Fig. 1: gate families picked out
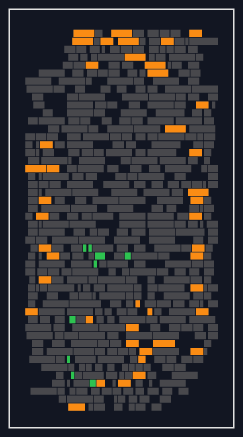
Fig. 2: cell outlines without signal wires
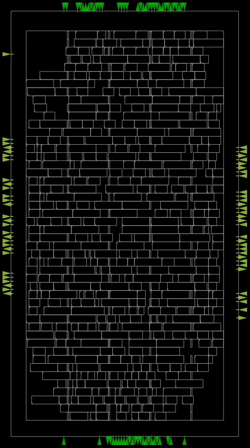
<file path="src/rtl/wb_pkg.sv">
// -----------------------------------------------------------------------------
// wb_pkg
//   Shared types and constants for the register-file write-port arbiter.
//   - XLEN / REG_AW : data width and register-address width
//   - wb_req_t      : one queued long-latency-unit result (rd + data)
//   - wb_gnt_e      : which requester owns the write port this cycle
// -----------------------------------------------------------------------------
package wb_pkg;

  localparam int XLEN   = 32;
  localparam int REG_AW = 5;

  typedef struct packed {
    logic [REG_AW-1:0] rd;
    logic [XLEN-1:0]   data;
  } wb_req_t;

  typedef enum logic {
    GNT_WB = 1'b0,
    GNT_LU = 1'b1
  } wb_gnt_e;

endpackage

</file>
<file path="src/rtl/wb_fifo.sv">
// -----------------------------------------------------------------------------
// wb_fifo
//   Small synchronous FIFO holding long-latency-unit results until the
//   register-file write port is free.
//   Ports:
//     clk, rst_n     clock / asynchronous active-low reset (clears all state)
//     push_valid_i   producer offers push_data_i
//     push_ready_o   registered "has space" flag (low during and right at reset)
//     push_data_i    entry to enqueue
//     pop_i          consume the head entry this cycle
//     head_o         current head entry (valid when !empty_o)
//     full_o/empty_o occupancy flags from registered state
// -----------------------------------------------------------------------------
module wb_fifo #(
  parameter int  DEPTH = 2,
  parameter type T     = logic
) (
  input  logic clk,
  input  logic rst_n,
  input  logic push_valid_i,
  output logic push_ready_o,
  input  T     push_data_i,
  input  logic pop_i,
  output T     head_o,
  output logic full_o,
  output logic empty_o
);

  localparam int AW = (DEPTH > 1) ? $clog2(DEPTH) : 1;
  localparam int CW = $clog2(DEPTH + 1);

  typedef logic [AW-1:0] ptr_t;
  typedef logic [CW-1:0] cnt_t;

  localparam cnt_t DEPTH_C = cnt_t'(DEPTH);

  T     mem_q [DEPTH];
  T     mem_d [DEPTH];
  ptr_t wr_ptr_q, wr_ptr_d;
  ptr_t rd_ptr_q, rd_ptr_d;
  cnt_t count_q, count_d;
  logic ready_q, ready_d;
  logic push_s;
  logic pop_s;

  // Handshake qualification and next-state for pointers, count and storage
  always_comb begin
    push_s   = push_valid_i & ready_q;
    pop_s    = pop_i & (count_q != cnt_t'(0));
    wr_ptr_d = wr_ptr_q;
    rd_ptr_d = rd_ptr_q;
    count_d  = count_q;
    mem_d    = mem_q;
    if (push_s) begin
      mem_d[wr_ptr_q] = push_data_i;
      wr_ptr_d        = wr_ptr_q + ptr_t'(1);
    end else begin
      wr_ptr_d = wr_ptr_q;
    end
    if (pop_s) begin
      rd_ptr_d = rd_ptr_q + ptr_t'(1);
    end else begin
      rd_ptr_d = rd_ptr_q;
    end
    case ({push_s, pop_s})
      2'b10:   count_d = count_q + cnt_t'(1);
      2'b01:   count_d = count_q - cnt_t'(1);
      default: count_d = count_q;
    endcase
    // Ready is computed from next-state occupancy and registered, so a pop of
    // a full FIFO only opens the door on the following cycle.
    ready_d = (count_d != DEPTH_C);
  end

  // FIFO state registers
  always_ff @(posedge clk or negedge rst_n) begin
    if (!rst_n) begin
      wr_ptr_q <= '0;
      rd_ptr_q <= '0;
      count_q  <= '0;
      ready_q  <= 1'b0;
      for (int i = 0; i < DEPTH; i++) begin
        mem_q[i] <= '0;
      end
    end else begin
      wr_ptr_q <= wr_ptr_d;
      rd_ptr_q <= rd_ptr_d;
      count_q  <= count_d;
      ready_q  <= ready_d;
      mem_q    <= mem_d;
    end
  end

  // Status outputs
  always_comb begin
    head_o       = mem_q[rd_ptr_q];
    full_o       = (count_q == DEPTH_C);
    empty_o      = (count_q == cnt_t'(0));
    push_ready_o = ready_q;
  end

endmodule

</file>
<file path="src/rtl/wb_port_arbiter.sv">
// -----------------------------------------------------------------------------
// wb_port_arbiter
//   Shares the single register-file write port between the in-order Writeback
//   stage and a long-latency unit (LU). LU results are queued and drained into
//   idle Writeback cycles; a starvation counter forces a drain by stalling
//   Writeback for exactly one cycle.
//   Ports:
//     clk, rst_n                      clock / async active-low reset
//     wb_we_i, wb_rd_i, wb_data_i     Writeback write request (x0 ignored)
//     wb_stall_o                      hold Writeback this cycle (forced drain)
//     lu_valid_i, lu_ready_o          LU result handshake
//     lu_rd_i, lu_data_i              LU result payload
//     rf_we_o, rf_rd_o, rf_wdata_o    register-file write port
//   XLEN must match wb_pkg::XLEN because queued entries use wb_req_t.
// -----------------------------------------------------------------------------
module wb_port_arbiter #(
  parameter int XLEN       = wb_pkg::XLEN,
  parameter int DEPTH      = 2,
  parameter int STARVE_MAX = 4
) (
  input  logic                      clk,
  input  logic                      rst_n,
  input  logic                      wb_we_i,
  input  logic [wb_pkg::REG_AW-1:0] wb_rd_i,
  input  logic [XLEN-1:0]           wb_data_i,
  output logic                      wb_stall_o,
  input  logic                      lu_valid_i,
  output logic                      lu_ready_o,
  input  logic [wb_pkg::REG_AW-1:0] lu_rd_i,
  input  logic [XLEN-1:0]           lu_data_i,
  output logic                      rf_we_o,
  output logic [wb_pkg::REG_AW-1:0] rf_rd_o,
  output logic [XLEN-1:0]           rf_wdata_o
);

  import wb_pkg::REG_AW;
  import wb_pkg::wb_req_t;
  import wb_pkg::wb_gnt_e;
  import wb_pkg::GNT_WB;
  import wb_pkg::GNT_LU;

  localparam int SW = $clog2(STARVE_MAX + 1);
  typedef logic [SW-1:0] scnt_t;
  localparam scnt_t STARVE_C = scnt_t'(STARVE_MAX);

  wb_req_t lu_entry_s;
  wb_req_t head_s;
  logic    fifo_ready_s;
  logic    fifo_full_s;
  logic    fifo_empty_s;
  logic    fifo_pop_s;
  logic    wb_req_s;
  wb_gnt_e gnt_s;
  logic    gnt_vld_s;
  scnt_t   starve_cnt_q, starve_cnt_d;
  logic    force_q, force_d;

  // Pack the LU result for queuing
  always_comb begin
    lu_entry_s.rd   = lu_rd_i;
    lu_entry_s.data = lu_data_i;
  end

  wb_fifo #(
    .DEPTH (DEPTH),
    .T     (wb_req_t)
  ) u_fifo (
    .clk          (clk),
    .rst_n        (rst_n),
    .push_valid_i (lu_valid_i),
    .push_ready_o (fifo_ready_s),
    .push_data_i  (lu_entry_s),
    .pop_i        (fifo_pop_s),
    .head_o       (head_s),
    .full_o       (fifo_full_s),
    .empty_o      (fifo_empty_s)
  );

  // Grant decision: forced drain, then Writeback, then idle-slot drain
  always_comb begin
    wb_req_s  = wb_we_i & (wb_rd_i != REG_AW'(0));
    gnt_s     = GNT_WB;
    gnt_vld_s = 1'b0;
    if (force_q) begin
      gnt_s     = GNT_LU;
      gnt_vld_s = ~fifo_empty_s;
    end else if (wb_req_s) begin
      gnt_s     = GNT_WB;
      gnt_vld_s = 1'b1;
    end else if (!fifo_empty_s) begin
      gnt_s     = GNT_LU;
      gnt_vld_s = 1'b1;
    end else begin
      gnt_s     = GNT_WB;
      gnt_vld_s = 1'b0;
    end
    // An x0 head is still popped: it consumes the slot without writing.
    fifo_pop_s = gnt_vld_s & (gnt_s == GNT_LU);
  end

  // Starvation counter and forced-drain flag next state
  always_comb begin
    starve_cnt_d = starve_cnt_q;
    force_d      = force_q;
    if (fifo_empty_s || fifo_pop_s) begin
      starve_cnt_d = '0;
      force_d      = 1'b0;
    end else if ((starve_cnt_q + scnt_t'(1)) == STARVE_C) begin
      starve_cnt_d = '0;
      force_d      = 1'b1;
    end else begin
      starve_cnt_d = starve_cnt_q + scnt_t'(1);
      force_d      = force_q;
    end
  end

  // Starvation state registers
  always_ff @(posedge clk or negedge rst_n) begin
    if (!rst_n) begin
      starve_cnt_q <= '0;
      force_q      <= 1'b0;
    end else begin
      starve_cnt_q <= starve_cnt_d;
      force_q      <= force_d;
    end
  end

  // Write-port mux; everything is held quiet while reset is asserted
  always_comb begin
    rf_we_o    = 1'b0;
    rf_rd_o    = '0;
    rf_wdata_o = '0;
    if (rst_n && gnt_vld_s) begin
      case (gnt_s)
        GNT_WB: begin
          rf_we_o    = 1'b1;
          rf_rd_o    = wb_rd_i;
          rf_wdata_o = wb_data_i;
        end
        GNT_LU: begin
          rf_we_o    = (head_s.rd != REG_AW'(0));
          rf_rd_o    = head_s.rd;
          rf_wdata_o = head_s.data;
        end
        default: begin
          rf_we_o    = 1'b0;
          rf_rd_o    = '0;
          rf_wdata_o = '0;
        end
      endcase
    end else begin
      rf_we_o    = 1'b0;
      rf_rd_o    = '0;
      rf_wdata_o = '0;
    end
    wb_stall_o = rst_n & force_q;
    // The FIFO's registered ready already implies space; the full term keeps
    // the advertised ready honest even if that flag were ever stale.
    lu_ready_o = fifo_ready_s & ~fifo_full_s;
  end

endmodule

</file>
<file path="config.mk">
export PLATFORM = sky130hd
export DESIGN_NAME = wb_port_arbiter
export DESIGN_NICKNAME = d
export VERILOG_FILES = /design/src/rtl/wb_pkg.sv /design/src/rtl/wb_fifo.sv /design/src/rtl/wb_port_arbiter.sv
export SDC_FILE = /design/constraint.sdc
export NUM_CORES = 1
export LEC_CHECK = 0
export CAP_MARGIN = 20
export CORE_ASPECT_RATIO = 2
export CORE_MARGIN = 5
export CORE_UTILIZATION = 48
export DETAILED_ROUTE_END_ITERATION = 10
export PLACE_DENSITY = 0.79
export SLEW_MARGIN = 20
export SYNTH_ARGS = -nofsm -noshare
export SYNTH_HDL_FRONTEND = slang
export SYNTH_SLANG_ARGS = --single-unit
</file>
<file path="constraint.sdc">
create_clock -name clk -period 2.13 [get_ports clk]
set_clock_uncertainty 0.05 [all_clocks]
set_input_delay 0.426 -clock clk [delete_from_list [all_inputs] [get_ports clk]]
set_output_delay 0.426 -clock clk [all_outputs]
set_load 0.02 [all_outputs]
</file>
==> results.json <==
{
  "grtUsageMet2_pct": 41.5,
  "warning_count": 30,
  "outcome": "finished with violations",
  "postRouteAntennaNets": 0,
  "yosys.stat.seqShare_pct": 49.2,
  "regToRegStartpoint": "u_fifo.count_q[1]",
  "critPathArrivalTime_ps": 2200,
  "ys_area_mm2": 0.00422,
  "cp_max_fo": 6,
  "criticalPathCategory": "flip-flop to output port",
  "vias": 3192,
  "finalSetupViolations": 38,
  "synthArstFlopShare_pct": 100,
  "critPathCaptureType": "output port",
  "final_cell_mix": "dfrtp_1, mux2_2, clkdlybuf4s50_1, buf_4, mux2i_1",
  "wl_um": 11800,
  "r2r_cells": 8,
  "slew_headroom_pct": 50.2,
  "top_area_cell": "dfrtp_1",
  "worst_pin_slew_ps": 747,
  "grtUsageTotal_pct": 21.2,
  "top_usage_layer": "met2",
  "drv_slew": 0,
  "most_common_cell": "dfrtp_1",
  "core_util_floorplan_pct": 48.8,
  "via_per_inst": 5.48,
  "cpPeakStageDelay_ps": 450,
  "top_cells_by_count": "dfrtp_1, mux2_2, nor2_1",
  "p_leak_nw": 2.81,
  "io_buffers": 117,
  "route.met2.wl_um": 6970,
  "hold_path.class": "input pin to asynchronous set/reset pin",
  "ff_type": "dfrtp_1",
  "chip_area_mm2": 0.0109,
  "diodes": 0,
  "layout_top_cell": "dfrtp_1",
  "power_density_mw_per_mm2": 1400,
  "grt_start_max_net_pins": 84,
  "cp_data_required_time_ps": 1650,
  "synth_nets": 410,
  "top_cell_area_share_pct": 49.2,
  "r2r_slack_ps": 130,
  "h-tree-depth": 3,
  "clock_path_buffers": 2,
  "clock_latency_ps": 330,
  "period_needed_ps": 2670,
  "power.total_mw": 9.09,
  "syn2layout_area_growth_pct": 54.2,
  "syn_area_per_cell_um2": 12.8,
  "routed.top_layer": "met4",
  "route.met3.wl_um": 474,
  "ys_cells": 329,
  "drv_cap": 0,
  "crit_path_top_delay_cell": "a311o_2",
  "nets": 560,
  "ys_types": 30,
  "violations": "setup timing",
  "grt_pass1_wl_um": 18100,
  "top_register": "u_fifo.mem_q",
  "fmax_mhz": 374,
  "path_delay_family": "AND-OR/OR-AND gates",
  "dpl.cell_count": 547,
  "crit_path_end": "rf_rd_o[4]",
  "tritoncts": "yes",
  "final.setup.tns_ps": -18320,
  "wl_per_cell_um": 20.2,
  "worst-path-stages": 6,
  "postLayoutCoreUtil_pct": 75.3,
  "layout-drive-gt1-share_pct": 48.9,
  "synth_area_mm2": 0.00422,
  "crit_buf_inv": 3,
  "gp_congestion": 0.788,
  "fin_ws_ps": -541,
  "io_pins": 118,
  "timing.hold.ws_ps": 203,
  "grt_util_met3_pct": 4.73,
  "overflow": 0,
  "drc_errors": 0,
  "syn_inst": 329,
  "cts_inserted_buffers": 9,
  "path_clk_slew_ps": 60
}
-- Fig. 1 (at the start) --
- orange: inverting AOI/OAI gates (cells 43; most used a211oi_2; where all over the die)
- green: NAND gates (cells 9; most used nand2_1)

-- Fig. 2 (at the start) --
flip-flops: 83
row count: 48
post-route insts no fill: 583
fraction of area in registers: 31.9%
Placeable Area: 0.00865 mm²

[power by group]
part	internal, mW	leakage, nW	switching, mW	total, mW
Combinational	2.50	1.67	2.20	4.69
Sequential	2.37	0.981	0.422	2.80
Clock	1.03	0.155	0.572	1.60
[worst min-delay path by stage]
| stage | start | to | slack (ps) | cells after the start |
|---|---|---|---|---|
| after global routing | rst_n | force_q | 270 | 2 |
| after CTS | rst_n | force_q | 380 | 2 |
| after floorplan | rst_n | force_q | 80 | 0 |
| after global placement | starve_cnt_q[0] | starve_cnt_q[0] | 400 | 1 |
| after detailed placement | starve_cnt_q[0] | starve_cnt_q[0] | 430 | 1 |
| final | rst_n | force_q | 200 | 2 |
[cells by family (layout without fill, tap and decap cells)]
| family | after synthesis | in the layout | synth area share, % |
|---|---|---|---|
| AND-OR/OR-AND | 45 | 45 | 11.3 |
| XOR/XNOR | 5 | 5 | 1.04 |
| adder cells (fa/ha/maj) | 3 | 3 | 0.889 |
| buffers and inverters | 24 | 178 | 3.20 |
| flip-flops | 83 | 83 | 49.2 |
| multiplexers | 110 | 110 | 28.3 |
| AND/OR/NAND/NOR | 59 | 59 | 6.13 |
[layout make-up]
| cell class | instances | area, µm² | share of cell area, % |
|---|---|---|---|
| multi-input combinational | 222 | 2230 | 34.2 |
| sequential | 83 | 2080 | 31.9 |
| clock inverter | 1 | 30.0 | 0.461 |
| clock buffer | 14 | 284 | 4.36 |
| tap | 100 | 125 | 1.92 |
| inverter | 1 | 3.75 | 0.0577 |
| timing repair buffer | 162 | 1760 | 27.1 |
[timing repair]
action	4_1_cts	5_1_grt
resized	255	13
hold buffers	0	0
hold endpoints to repair	0	0
buffers inserted	7	4
pin swaps	6	4
endpoints found under the setup margin	41	39
gates cloned	7	4
Power and IR drop assume default switching activity.
